[config.mk]
export PLATFORM = sky130hd
export DESIGN_NAME = pwm_meter
export DESIGN_NICKNAME = d
export VERILOG_FILES = /design/src/rtl/pwm_pkg.sv /design/src/rtl/pwm_edge_det.sv /design/src/rtl/pwm_meter.sv
export SDC_FILE = /design/constraint.sdc
export NUM_CORES = 1
export LEC_CHECK = 0
export CAP_MARGIN = 5
export CELL_PAD_IN_SITES_DETAIL_PLACEMENT = 0
export CELL_PAD_IN_SITES_GLOBAL_PLACEMENT = 1
export CORE_ASPECT_RATIO = 1.25
export CORE_MARGIN = 2
export CORE_UTILIZATION = 47
export DETAILED_ROUTE_END_ITERATION = 10
export PLACE_DENSITY = 0.93
export SYNTH_ARGS = -nofsm -noshare
export SYNTH_HDL_FRONTEND = slang
export SYNTH_SLANG_ARGS = --single-unit
[constraint.sdc]
create_clock -name clk -period 6.5 [get_ports clk]
set_clock_uncertainty 0.15 [all_clocks]
set_input_delay 1.3 -clock clk [delete_from_list [all_inputs] [get_ports clk]]
set_output_delay 1.3 -clock clk [all_outputs]
set_load 0.005 [all_outputs]
[src/rtl/pwm_pkg.sv]
// Shared definitions for the PWM meter: counter width, counter limits and
// the measurement state encoding.
package pwm_pkg;

  localparam int CNT_W = 16;

  localparam logic [CNT_W-1:0] CNT_ZERO = '0;
  localparam logic [CNT_W-1:0] CNT_ONE  = CNT_W'(1);
  localparam logic [CNT_W-1:0] CNT_MAX  = '1;

  typedef enum logic [1:0] {
    IDLE = 2'd0,
    ARM  = 2'd1,
    HIGH = 2'd2,
    LOW  = 2'd3
  } meter_state_t;

endpackage

[src/rtl/pwm_edge_det.sv]
// Edge detector: remembers the previous sample of d and flags rising and
// falling transitions seen at the current clock edge.
module pwm_edge_det
  import pwm_pkg::*;
(
  input  logic clk,
  input  logic rst,
  input  logic d,
  output logic rise,
  output logic fall
);

  logic prev;

  // One-cycle history of the input.
  always_ff @(posedge clk or posedge rst) begin
    if (rst) begin
      prev <= 1'b0;
    end else begin
      prev <= d;
    end
  end

  assign rise = d & ~prev;
  assign fall = ~d & prev;

endmodule

[src/rtl/pwm_meter.sv]
// PWM meter: measures period and high time between consecutive rising edges
// of pwm_in, publishing each completed period with a one-cycle valid pulse.
// A period longer than the counter range raises a sticky ovf flag and the
// meter re-arms without publishing.
module pwm_meter
  import pwm_pkg::*;
(
  input  logic             clk,
  input  logic             rst,
  input  logic             en,
  input  logic             pwm_in,
  output logic [CNT_W-1:0] period,
  output logic [CNT_W-1:0] high_time,
  output logic             valid,
  output logic             ovf,
  output logic             busy
);

  meter_state_t     state, state_nxt;
  logic [CNT_W-1:0] pcnt, pcnt_nxt;
  logic [CNT_W-1:0] hcnt, hcnt_nxt;
  logic [CNT_W-1:0] period_nxt, high_nxt;
  logic             valid_nxt, ovf_nxt;
  logic             rise, fall;

  // Increment that holds at full scale; the overflow check normally fires
  // first, this only guarantees the counters can never wrap.
  function automatic logic [CNT_W-1:0] sat_inc(input logic [CNT_W-1:0] v);
    return (v == CNT_MAX) ? v : v + CNT_ONE;
  endfunction

  pwm_edge_det u_edge (
    .clk  (clk),
    .rst  (rst),
    .d    (pwm_in),
    .rise (rise),
    .fall (fall)
  );

  // State, counter and result registers.
  always_ff @(posedge clk or posedge rst) begin
    if (rst) begin
      state     <= IDLE;
      pcnt      <= CNT_ZERO;
      hcnt      <= CNT_ZERO;
      period    <= CNT_ZERO;
      high_time <= CNT_ZERO;
      valid     <= 1'b0;
      ovf       <= 1'b0;
    end else begin
      state     <= state_nxt;
      pcnt      <= pcnt_nxt;
      hcnt      <= hcnt_nxt;
      period    <= period_nxt;
      high_time <= high_nxt;
      valid     <= valid_nxt;
      ovf       <= ovf_nxt;
    end
  end

  // Next-state, counting, publish and overflow decisions.
  always_comb begin
    state_nxt  = state;
    pcnt_nxt   = pcnt;
    hcnt_nxt   = hcnt;
    period_nxt = period;
    high_nxt   = high_time;
    valid_nxt  = 1'b0;
    ovf_nxt    = ovf;

    if (!en) begin
      // Disable dominates everything, including a coincident rise.
      state_nxt = IDLE;
      pcnt_nxt  = CNT_ZERO;
      hcnt_nxt  = CNT_ZERO;
      ovf_nxt   = 1'b0;
    end else begin
      case (state)
        IDLE: begin
          state_nxt = ARM;
          pcnt_nxt  = CNT_ZERO;
          hcnt_nxt  = CNT_ZERO;
        end
        ARM: begin
          // The partial period before the first rise is discarded.
          if (rise) begin
            state_nxt = HIGH;
            pcnt_nxt  = CNT_ONE;
            hcnt_nxt  = CNT_ONE;
          end
        end
        HIGH: begin
          if (pcnt == CNT_MAX) begin
            state_nxt = ARM;
            ovf_nxt   = 1'b1;
            pcnt_nxt  = CNT_ZERO;
            hcnt_nxt  = CNT_ZERO;
          end else begin
            pcnt_nxt = sat_inc(pcnt);
            if (pwm_in) begin
              hcnt_nxt = sat_inc(hcnt);
            end
            if (fall) begin
              state_nxt = LOW;
            end
          end
        end
        LOW: begin
          if (rise) begin
            // The rising cycle is the first high cycle of the next period.
            period_nxt = pcnt;
            high_nxt   = hcnt;
            valid_nxt  = 1'b1;
            pcnt_nxt   = CNT_ONE;
            hcnt_nxt   = CNT_ONE;
            state_nxt  = HIGH;
          end else if (pcnt == CNT_MAX) begin
            state_nxt = ARM;
            ovf_nxt   = 1'b1;
            pcnt_nxt  = CNT_ZERO;
            hcnt_nxt  = CNT_ZERO;
          end else begin
            pcnt_nxt = sat_inc(pcnt);
          end
        end
        default: begin
          state_nxt = IDLE;
        end
      endcase
    end
  end

  assign busy = (state != IDLE);

endmodule

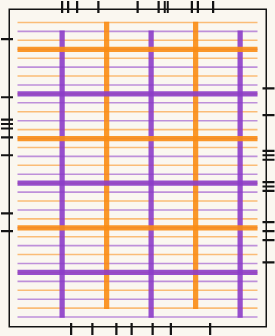
(run_1/pdn.png)
Pins as bars on the die edge.
| net | color |
|---|---|
| VSS | purple |
| VDD | orange |
signal pins: 39
met4 straps: 5
met5 straps: 6
horizontal die dimension: 77.8 um
core box area: 6570 um^2
Die Y-Extent: 96.3 um

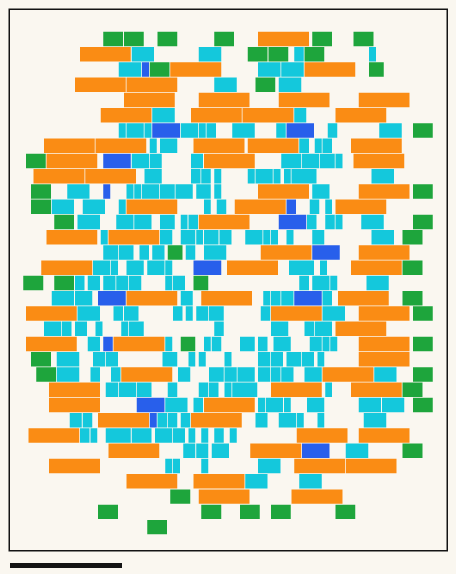
(run_1/cell_classes.png)
Scale bar: 20 um.
| class | color | cells | share of their area |
|---|---|---|---|
| all other logic | cyan | 212 | 38% |
| other buffers and delay cells | green | 42 | 11% |
| flip-flops | orange | 69 | 46% |
| clock drivers and dummy loads | blue | 15 | 4.3% |

==> deck_impl_summary.md, run 1 <==
Synthesis and Place & Route Summary

Status
  • Status: finished clean

Power
  • PD cells: approximately 200 nW/um^2
  • Power group with the highest consumption: sequential cells
  • Combinational share of power: 0.047

Die
  • Number of tapcells: 87
  • Chip area: 7490 um^2
  • Number of rows in the core area: 33

Synthesis
  • Post-synthesis cell count from yosys: ~290
  • Seq share, synth: 0.539
  • Most frequent cells after synthesis: sky130_fd_sc_hd__dfrtp_1 (69), sky130_fd_sc_hd__mux2_2 (32), sky130_fd_sc_hd__nor2_1 (26)
  • Mux frac, synth: 0.113
  • Netlist area before placement: between 3000 and 4000 um^2
  • Ranking of synthesized cells by area: sky130_fd_sc_hd__dfrtp_1 (54%), sky130_fd_sc_hd__mux2_2 (11%), sky130_fd_sc_hd__xnor2_1 (3.6%)

Setup path
  • Arrival time of data at the critical path endpoint: 3.70 ns
  • Timing startpoint of the critical path: pwm_in
  • Reg-to-reg critical path startpoint: pcnt[0]

Global route
  • Pin count of the biggest net entering global routing: approximately 70
  • Global-route wire length before repair: ~11000 um
  • Most crowded layer after global routing: met2
  • GR met2 Demand/Resource: 0.313

Timing
  • Final count of hold timing violations: 0
  • Count of pins over their slew limit: 0

Finish
  • Sequential standard cell area: around 1700 um^2

Worst hold path
  • Worst min-delay path startpoint: period[14]

Route
  • Antenna Violating Nets Remaining: 0

Clock network
  • Hold bufs inserted after CTS: 0
  • H-tree level count: 3

Run
  • Number of OpenROAD warnings: 26

Placed design
  • Tally of buffers added on design ports: 38
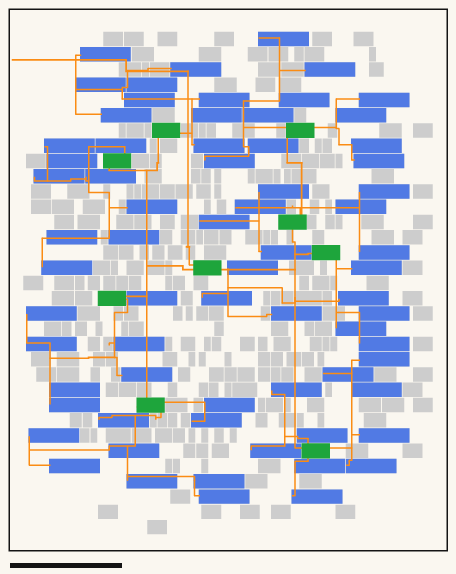
(run_1/clock_map.png)
Scale bar: 20 um.
[flip-flops] blue | count: 69
[clock wires] orange | length: 782 um
[cells driving clock nets] green | count: 9
routed clock nets: 10
flops lie: widely spread
Clk Latency, worst-skew pair: 0.33 ns
clock network fraction of total power: 0.380
reported clock group power: 289 uW

[run 1: through the flow]
step / setup slack [ns] / util / instance area (um^2) / instances / hold WS [ns]
final: 2.87 / 0.585 / 3840 / 425 / 0.356
after detailed placement: 2.54 / 0.561 / 3680 / 410 / 0.347
after floorplan: 3.31 / - / 3200 / 290 / 0.336
after global placement: 2.61 / 0.561 / 3680 / 410 / 0.340
after global routing: 2.68 / 0.585 / 3840 / 425 / 0.372
after CTS: 2.91 / 0.585 / 3840 / 425 / 0.362
[run 1: logic make-up after synthesis]
group,Yosys count
AND-OR/OR-AND,50
XOR/XNOR,15
adder cells (fa/ha/maj),2
buffers and inverters,21
flip-flops,69
multiplexers,32
AND/OR/NAND/NOR,101
## Run 2: what changed since run 1
CORE_UTILIZATION = 44   (was 47)
PLACE_DENSITY = 0.88   (was 0.93)
clock period = 3.6 ns   (was 6.5 ns; I/O delays follow)
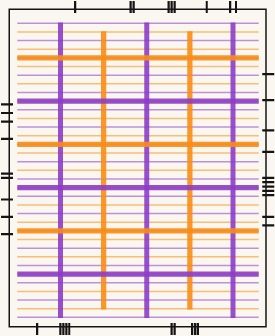
(run_2/pdn.png)
Pins as bars on the die edge.
| net | color |
|---|---|
| VDD | orange |
| VSS | purple |
met5 straps: 6
met4 straps: 5
signal pins: 39
Die Y-Extent: 99.4 um
core box area: 7020 um^2
largest voltage drop on the vdd net: 0.213 mV

==> run 2 against run 1 <==
Global-route usage shrank 0.81 points; area after synthesis did not move; cell count rose by 1.2%; via count down 0.80%; setup slack got worse by 2.0 ns; worst hold slack improved by 0.0013 ns; critical path depth is the same; critical endpoint is now hcnt[6].
==> deck_impl_summary.md, run 2 <==
Synthesis and Place & Route Summary

Status
  • Status: finished clean (unchanged)

Clock network
  • Hold bufs inserted after CTS: 0 (unchanged)
  • Clk Latency, worst-skew pair: 0.34 ns (was 0.33 ns)
  • H-tree level count: 3 (unchanged)

Timing
  • WHS: 0.357 ns (was 0.356 ns)
  • Maximum frequency from static timing analysis: about 360 MHz
  • Worst setup slack after layout: 0.835 ns (was 2.87 ns)
  • Count of pins over their slew limit: 0 (unchanged)

Finish
  • Design area: 3910 um^2 (was 3840 um^2)
  • Utilization after layout: 0.557 (was 0.585)

Die
  • Horizontal die dimension: 80.3 um (was 77.8 um)
  • Number of rows in the core area: 34 (was 33)

Route
  • Routed length on met2: 3060 um (was 3170 um)
  • Antenna Violating Nets Remaining: 0 (unchanged)

Global route
  • Pin count of the biggest net entering global routing: 40 (was 70)
  • Global-route wire length before repair: 11300 um (was 11100 um)
  • Most crowded layer after global routing: met2 (unchanged)
  • GR met2 Demand/Resource: 0.276 (was 0.313)

Placed design
  • Tally of buffers added on design ports: 38 (unchanged)
  • Dpl ws: 0.524 ns (was 2.54 ns)
  • Area after detailed placement: 3720 um^2 (was 3680 um^2)
  • Placed cells: 414 (was 410)

Power
  • Combinational share of power: 0.049 (was 0.047)
  • PD cells: 376 nW/um^2 (was 198 nW/um^2)
  • Power group with the highest consumption: sequential cells (unchanged)
  • Cell-internal power: 1120 uW (was 590 uW)
  • Clock network fraction of total power: 0.415 (was 0.380)
  • Reported clock group power: 609 uW (was 289 uW)

Synthesis
  • Most frequent cells after synthesis: sky130_fd_sc_hd__dfrtp_1 (69), sky130_fd_sc_hd__mux2_2 (32), sky130_fd_sc_hd__nor2_1 (26) (unchanged)
  • Netlist area before placement: 3200 um^2 (unchanged)
  • Synthesized Nets: 296 (unchanged)
  • Post-synthesis cell count from yosys: 290 (unchanged)
  • Mux frac, synth: 0.113 (unchanged)
  • Most frequent cell after synthesis: sky130_fd_sc_hd__dfrtp_1 (unchanged)
  • Seq share, synth: 0.539 (unchanged)
  • Ranking of synthesized cells by area: sky130_fd_sc_hd__dfrtp_1 (54%), sky130_fd_sc_hd__mux2_2 (11%), sky130_fd_sc_hd__xnor2_1 (3.6%) (unchanged)

Run
  • Number of OpenROAD warnings: 26 (unchanged)

Setup path
  • Arrival time of data at the critical path endpoint: 2.91 ns (was 3.70 ns)
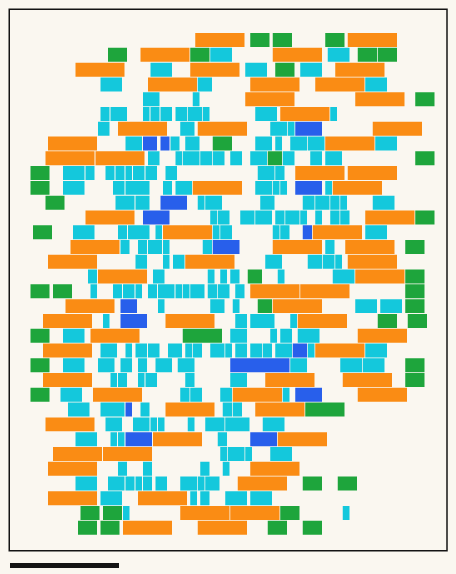
(run_2/cell_classes.png)
Scale bar: 20 um.
| class | color | cells | share of their area |
|---|---|---|---|
| flip-flops | orange | 69 | 45% |
| all other logic | cyan | 212 | 38% |
| other buffers and delay cells | green | 43 | 12% |
| clock drivers and dummy loads | blue | 16 | 5.0% |

run 2: cell counts after synthesis:
No cell type changed its count.
run 2: cell type report:
class                           count  area (um^2)  area share
Inverter                           12         45.0      0.0115
Tap cell                           90          113      0.0288
Multi-Input combinational cell    200         1390       0.355
Clock buffer                       10          128      0.0327
Sequential cell                    69         1730       0.442
Clock inverter                      6         63.8      0.0163
Timing Repair Buffer               43          443       0.113
run 2: worst paths after layout:
check | startpoint | to | cells after the start
worst min register to register | period[15] | period[15] | 1
worst max register to register | pcnt[0] | hcnt[6] | 6
min in group asynchronous | rst | pcnt[4] | 2
worst max-delay path | pcnt[0] | hcnt[6] | 6
worst min-delay path | period[15] | period[15] | 1
max in group asynchronous | rst | pcnt[0] | 3
Power figures rest on the tool's default switching activity, not on a simulated workload.
